### config.mk
export PLATFORM = sky130hd
export DESIGN_NAME = pwm_multi
export DESIGN_NICKNAME = d
export VERILOG_FILES = /design/src/rtl/pwm_multi.sv
export SDC_FILE = /design/constraint.sdc
export NUM_CORES = 1
export LEC_CHECK = 0
export CORE_ASPECT_RATIO = 0.75
export CORE_MARGIN = 2
export CORE_UTILIZATION = 35
export DETAILED_ROUTE_END_ITERATION = 10
export GPL_ROUTABILITY_DRIVEN = 0
export GPL_TIMING_DRIVEN = 0
export PLACE_DENSITY = 0.54
export SYNTH_ARGS = -nofsm -noshare
export SYNTH_HDL_FRONTEND = slang
export SYNTH_SLANG_ARGS = --single-unit
### constraint.sdc
create_clock -name clk -period 4.8 [get_ports clk]
set_clock_uncertainty 0.05 [all_clocks]
set_input_delay 1.44 -clock clk [delete_from_list [all_inputs] [get_ports clk]]
set_output_delay 1.44 -clock clk [all_outputs]
set_load 0.02 [all_outputs]
### src/rtl/pwm_multi.sv
// pwm_multi: multi-channel PWM generator with a shared prescaler,
// double-buffered duty registers and per-channel complementary outputs
// with dead-time insertion.
//
// Ports:
//   clk          - clock, all logic on its rising edge
//   rst          - asynchronous active-low reset
//   ena          - global run enable; low freezes counting and forces outputs low
//   ticks        - clk cycles per PWM step (0 or 1 steps every cycle)
//   duty         - per-channel duty, channel k in [k*(N+1) +: N+1]
//   load         - one-cycle strobe capturing duty into the shadow registers
//   dead         - dead-time in clk cycles, shared by all channels
//   out          - high-side PWM outputs
//   out_n        - complementary low-side outputs
//   period_start - one-cycle pulse in the first cycle with cnt = 0
module pwm_multi #(
  parameter int N        = 4,
  parameter int CHANNELS = 2,
  parameter int PRE_W    = 12,
  parameter int DT_W     = 4
) (
  input  logic                         clk,
  input  logic                         rst,
  input  logic                         ena,
  input  logic [PRE_W-1:0]             ticks,
  input  logic [CHANNELS*(N+1)-1:0]    duty,
  input  logic                         load,
  input  logic [DT_W-1:0]              dead,
  output logic [CHANNELS-1:0]          out,
  output logic [CHANNELS-1:0]          out_n,
  output logic                         period_start
);

  logic [PRE_W-1:0]             r_pre;
  logic [N-1:0]                 r_cnt;
  logic                         r_ps;
  logic [CHANNELS-1:0][N:0]     r_shadow;
  logic [CHANNELS-1:0][N:0]     r_active;
  logic                         r_pending;
  logic [CHANNELS-1:0][DT_W-1:0] r_dt;
  logic [CHANNELS-1:0]          r_raw_q;
  logic                         r_arm;
  logic [CHANNELS-1:0]          r_out;
  logic [CHANNELS-1:0]          r_outn;

  logic                         w_pre_last;
  logic                         w_step;
  logic                         w_wrap;
  logic [CHANNELS-1:0]          w_raw;

  // >= rather than == so a prescaler left above a newly lowered ticks
  // value steps immediately instead of running round the full range.
  assign w_pre_last = (ticks <= PRE_W'(1)) || (r_pre >= ticks - PRE_W'(1));
  assign w_step     = ena && w_pre_last;
  assign w_wrap     = w_step && (r_cnt == '1);

  always_ff @(posedge clk or negedge rst) begin
    if (!rst) begin
      r_pre <= '0;
      r_cnt <= '0;
      r_ps  <= 1'b0;
    end else begin
      if (ena) begin
        r_pre <= w_pre_last ? '0 : r_pre + PRE_W'(1);
      end
      if (w_step) begin
        r_cnt <= r_cnt + N'(1);
      end
      r_ps <= w_wrap;
    end
  end

  // A load on the wrap step transfers the previous shadow value while the
  // new value is captured and stays pending for the following wrap.
  always_ff @(posedge clk or negedge rst) begin
    if (!rst) begin
      r_shadow  <= '0;
      r_active  <= '0;
      r_pending <= 1'b0;
    end else begin
      if (w_wrap && r_pending) begin
        r_active <= r_shadow;
      end
      if (load) begin
        r_shadow <= duty;
      end
      r_pending <= load || (r_pending && !w_wrap);
    end
  end

  // Duty values at or above 2^N exceed every cnt value and saturate to 100%.
  always_comb begin
    w_raw = '0;
    for (int unsigned k = 0; k < CHANNELS; k++) begin
      w_raw[k] = ({1'b0, r_cnt} < r_active[k]);
    end
  end

  // r_dt holds the remaining low cycles of a dead-time interval; r_arm
  // requests a fresh interval after reset or while ena is low, so outputs
  // come up through dead-time exactly as they do on a raw edge.
  always_ff @(posedge clk or negedge rst) begin
    if (!rst) begin
      r_dt    <= '0;
      r_raw_q <= '0;
      r_arm   <= 1'b1;
      r_out   <= '0;
      r_outn  <= '0;
    end else begin
      r_raw_q <= w_raw;
      if (!ena) begin
        r_arm  <= 1'b1;
        r_dt   <= '0;
        r_out  <= '0;
        r_outn <= '0;
      end else begin
        r_arm <= 1'b0;
        for (int unsigned k = 0; k < CHANNELS; k++) begin
          if (r_arm || (w_raw[k] != r_raw_q[k])) begin
            if (dead == '0) begin
              r_dt[k]   <= '0;
              r_out[k]  <= w_raw[k];
              r_outn[k] <= !w_raw[k];
            end else begin
              r_dt[k]   <= dead;
              r_out[k]  <= 1'b0;
              r_outn[k] <= 1'b0;
            end
          end else if (r_dt[k] > DT_W'(1)) begin
            r_dt[k]   <= r_dt[k] - DT_W'(1);
            r_out[k]  <= 1'b0;
            r_outn[k] <= 1'b0;
          end else begin
            r_dt[k]   <= '0;
            r_out[k]  <= w_raw[k];
            r_outn[k] <= !w_raw[k];
          end
        end
      end
    end
  end

  assign out          = r_out;
  assign out_n        = r_outn;
  assign period_start = r_ps;

endmodule

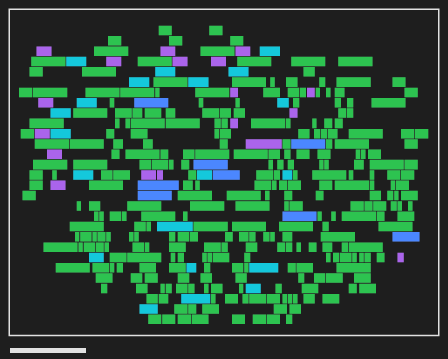
Run 1: cells by drive strength
Scale bar: 20 um.
| color | size | cells |
|---|---|---|
| cyan | _3 and _4 cells | 20 |
| green | _0 and _1 cells | 290 |
| purple | _2 cells | 18 |
| blue | _6 and larger | 8 |

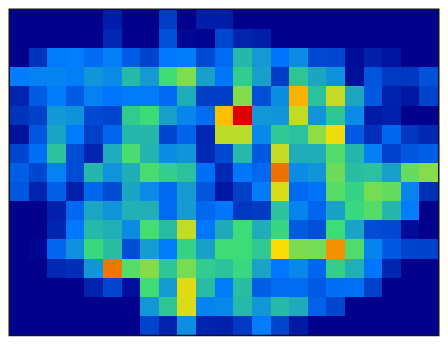
Run 1: wire density map
The die is cut into 23 by 17 equal tiles; dark blue is low, red is high, scaled to the fullest tile. Values are wire area over tile area, all layers added.
tiles over half the peak: 11%
fullest tile: 0.43
densest ninth of the die: south
via count of the routed design: 2212
Global Route Usage Sum: 14.1%
final wirelength: 6.30 mm
average wire length per cell after detail routing: 14.2 um

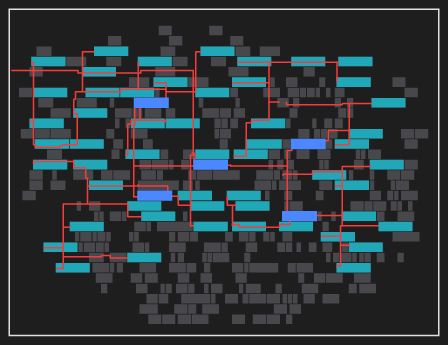
Run 1: routed clock nets over the placement
[blue] clock drivers | count: 5
[cyan] flip-flops | count: 53
[red] clock wires | length: 701 um
routed clock nets: 6

==> run_results.csv, run 1 <==
group,metric,value,unit
power_and_ir_drop,power-top-group,"sequential cells",
layout,layout.sequential_cells,53,
synth,ys_cells,293,
layout,area.share.combinational,44.6,%
layout,final_cell_count_no_fill,444,
layout,final_cell_mix,"52 x sky130_fd_sc_hd__dfrtp_1, 30 x sky130_fd_sc_hd__clkdlybuf4s50_1, 26 x sky130_fd_sc_hd__ha_1",
global_routing,maximum_number_of_pins_on_one_net_before_global_route_repair,33,
die,standard_cell_row_count,29,
final_timing,setup_slack,199,ps
drt,drc,2,
power_and_ir_drop,power_switching_share,27.2,%
layout,area_growth,22.4,%
placed_design,hpwl,4.77,mm
drt,drt_first_pass_iters,7,
die,floorplan.die.width,113,um
global_routing,grt_antenna_before_repair,0,
synth,synthAdderAreaFrac,10.5,%
synth,xor_share,6.19,%
worst_setup_path,reg2reg_to,"r_active[8]$_DFFE_PN0P_",
global_routing,met3_resource_use_gr,2.90,%
worst_setup_path,worst_setup_path_startpoint,"ticks[7]",
final_timing,finalWorstPathRequiredPeriod,4600,ps
worst_setup_path,crit_path_max_fanout,10,
worst_setup_path,data_required_time_of_the_worst_path,4930,ps
synth,ys.warnings.count,0,
job,stage_log_warnings,29,
worst_setup_path,timing_worst_setup_path_type,"primary input to flip-flop",
power_and_ir_drop,leakage,1.67,nW
worst_setup_path,cp.depth,12,
worst_setup_path,worst_r2r_path_depth,9,
power_and_ir_drop,pwr-share-clk,35.4,%
final_timing,max-slew-margin-rel,30.0,%
placed_design,dp_slack,-360,ps
worst_setup_path,rr_startpoint,"r_pre[0]$_DFFE_PN0P_",
layout,seq-cell-share,34.9,%
layout,buffer_area_share,10.5,%
worst_setup_path,crit_path_end,"r_active[8]$_DFFE_PN0P_",
layout,largest_register,"r_pre",
power_and_ir_drop,pwr.group.combinational,218,uW
clocking,clock.latency.late_pin,290,ps
clocking,cts.reportedPaths.clkPinSlew,70,ps
drt,routedLengthMet1,3.47,mm
synth,netlist.top_cell.by_area,"sky130_fd_sc_hd__dfrtp_1",
layout,multi_input_comb_area,1700,sq um
worst_hold_path,hold_class,"flip-flop to flip-flop",
worst_setup_path,worstSetupStartpointType,"primary input",
layout,reg.largest.list,"r_pre (12), r_active (10), r_shadow (10)",
layout,layout.cell_area.non_filler,3810,sq um
worst_setup_path,critical_path_buf_inv_count,2,
layout,fillerInstances,815,
power_and_ir_drop,power.share.sequential,45.9,%
global_routing,grt_pass1_wl,10.8,mm
status,run_status,"complete, but fails checks",
drt,dr_wl_met2,2.50,mm
layout,n_all_buffers,42,
layout,finalNetCount,391,
final_timing,finalClockPeriodUsage,95.8,%
worst_setup_path,critical_path.max_stage_delay,510,ps
die,ios,35,
die,core_area,8560,sq um
synth,synth.avg_cell_area,10.6,sq um
clocking,holdBufCountCts,0,
clocking,clkSinkCount,53,
final_timing,slew_violations,0,
status,failed_checks,"design-rule violations",
die,design.die.area,9670,sq um
clocking,post_cts.resized_instances,1,
clocking,post-cts-setup-buffers,0,
final_timing,fin_setup_tns,0,ps
power_and_ir_drop,ir_worst_vdd,0.210,mV
global_routing,grt.met1_usage,22.1,%
global_routing,grtUsageMet2,19.3,%
clocking,htree_num_levels,2,
layout,regArea,1330,sq um
power_and_ir_drop,power_density,306,nW/um^2
layout,number_of_flip_flops_under_the_largest_register_name,12,
layout,final_core_util,44.5,%
final_timing,max_freq,0.217,GHz
global_routing,busiest_layer,"met1",
die,die-height,85.7,um
clocking,clock_buffers_created_by_tritoncts,5,
synth,synthArstFlopShare,100,%
layout,invs_w_o_clock,20,
layout,clkCellAreaFrac,4.50,%
final_timing,tightest_slew,1030,ps
final_timing,setup_viol,0,
Run 1, sequential cells colored by netlist name:
Scale bar: 20 um. Other sequential cells in the stronger gray, the rest of the logic in the fainter gray.
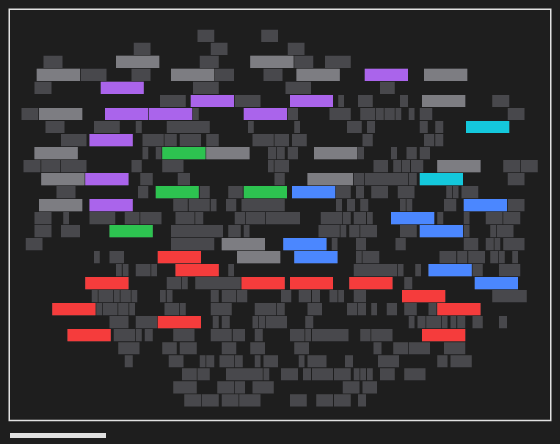

--- run 2 (diff from run 1) ---
--- a/config.mk
+++ b/config.mk
@@ -5,12 +5,13 @@
 export SDC_FILE = /design/constraint.sdc
 export NUM_CORES = 1
 export LEC_CHECK = 0
-export CORE_ASPECT_RATIO = 0.75
+export CORE_ASPECT_RATIO = 0.5
 export CORE_MARGIN = 2
 export CORE_UTILIZATION = 35
 export DETAILED_ROUTE_END_ITERATION = 10
 export GPL_ROUTABILITY_DRIVEN = 0
 export GPL_TIMING_DRIVEN = 0
+export HOLD_SLACK_MARGIN = 0.02
 export PLACE_DENSITY = 0.54
 export SYNTH_ARGS = -nofsm -noshare
 export SYNTH_HDL_FRONTEND = slang
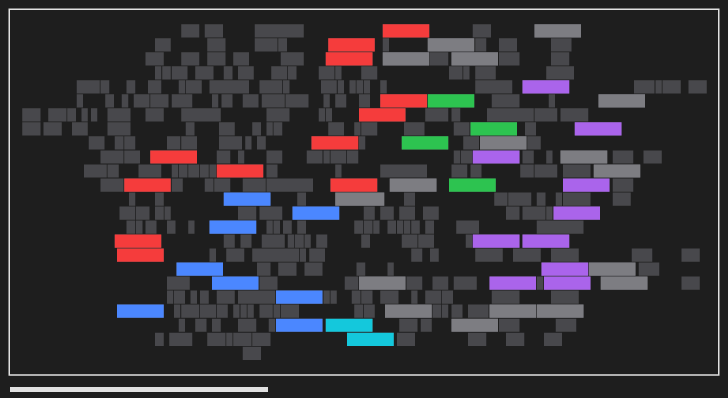
Run 2: sequential cells colored by netlist name
Scale bar: 50 um. Other sequential cells in the stronger gray, the rest of the logic in the fainter gray.
| color | name in the netlist | sequential cells |
|---|---|---|
| purple | r_active | 10 |
| blue | r_dt | 8 |
| red | r_pre | 12 |
| green | r_cnt | 4 |
| cyan | out_n | 2 |
not colored: 17
end-of-flow core utilization: 43.5%
sequential share of cell area: 35.2%
footprint of the flip-flops and latches: 1330 sq um
Sequential Power: 539 uW

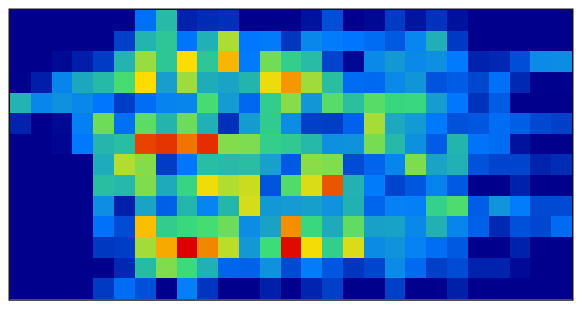
Run 2: wire density map
The die is cut into 27 by 14 equal tiles; dark blue is low, red is high, scaled to the fullest tile. Values are wire area over tile area, all layers added.
nearly empty tiles: 25%
fullest tile: 0.40
mean over tiles: 0.10
densest ninth of the die: center
tiles over half the peak: 14%
via count of the routed design: 2262
final wirelength: 6.30 mm

==> run 2 against run 1 <==
The flow now finishes without violations; synthesized cell count unchanged; cell area decreased by 0.85%; clock-buffer cell count did not move; synthesized area unchanged; via count rose by 2.3%; clock power is 14% lower; global-route usage grew 0.23 points; total power is 4.5% lower; critical endpoint is now r_active[7]$_DFFE_PN0P_; largest cell class unchanged.
==> run_results.csv, run 2 <==
group,metric,value,unit
synth,xor_share,6.19,%
worst_setup_path,critical_path_buf_inv_count,2,
clocking,holdBufCountCts,0,
worst_setup_path,timing_worst_setup_path_type,"primary input to flip-flop",
global_routing,maximum_number_of_pins_on_one_net_before_global_route_repair,30,
power_and_ir_drop,power_density,295,nW/um^2
die,ios,35,
clocking,post_cts.resized_instances,0,
layout,buffer_area_share,10.3,%
power_and_ir_drop,pwr-share-clk,32.1,%
synth,ys.warnings.count,0,
worst_setup_path,critical_path.max_stage_delay,520,ps
power_and_ir_drop,power-top-group,"sequential cells",
drt,drc,0,
final_timing,finalClockPeriodUsage,95.8,%
clocking,post-cts-setup-buffers,0,
clocking,clkSinkCount,53,
worst_setup_path,crit_path_end,"r_active[7]$_DFFE_PN0P_",
drt,routedLengthMet1,3.17,mm
synth,synth.avg_cell_area,10.6,sq um
layout,invs_w_o_clock,20,
drt,routed_wire_length_per_instance,13.9,um
drt,drt_first_pass_iters,4,
layout,finalNetCount,390,
power_and_ir_drop,pwr.group.combinational,218,uW
placed_design,dp_slack,-273,ps
die,floorplan.die.width,137,um
clocking,htree_num_levels,2,
die,core_area,8680,sq um
power_and_ir_drop,ir_worst_vdd,0.145,mV
layout,multi_input_comb_area,1690,sq um
synth,netlist.top_cell.by_area,"sky130_fd_sc_hd__dfrtp_1",
worst_setup_path,worst_setup_path_startpoint,"ticks[4]",
status,run_status,"finished clean",
final_timing,slew_violations,0,
worst_setup_path,reg2reg_to,"r_active[7]$_DFFE_PN0P_",
layout,final_cell_mix,"52 x sky130_fd_sc_hd__dfrtp_1, 32 x sky130_fd_sc_hd__clkdlybuf4s50_1, 26 x sky130_fd_sc_hd__ha_1",
worst_setup_path,worstSetupStartpointType,"primary input",
synth,synthAdderAreaFrac,10.5,%
worst_hold_path,hold_class,"flip-flop to flip-flop",
layout,clkCellAreaFrac,3.88,%
final_timing,max_freq,0.217,GHz
global_routing,grt_antenna_before_repair,0,
layout,final_cell_count_no_fill,452,
global_routing,grtUsageMet2,22.7,%
worst_setup_path,crit_path_max_fanout,10,
job,stage_log_warnings,29,
Power and IR drop assume default switching activity.
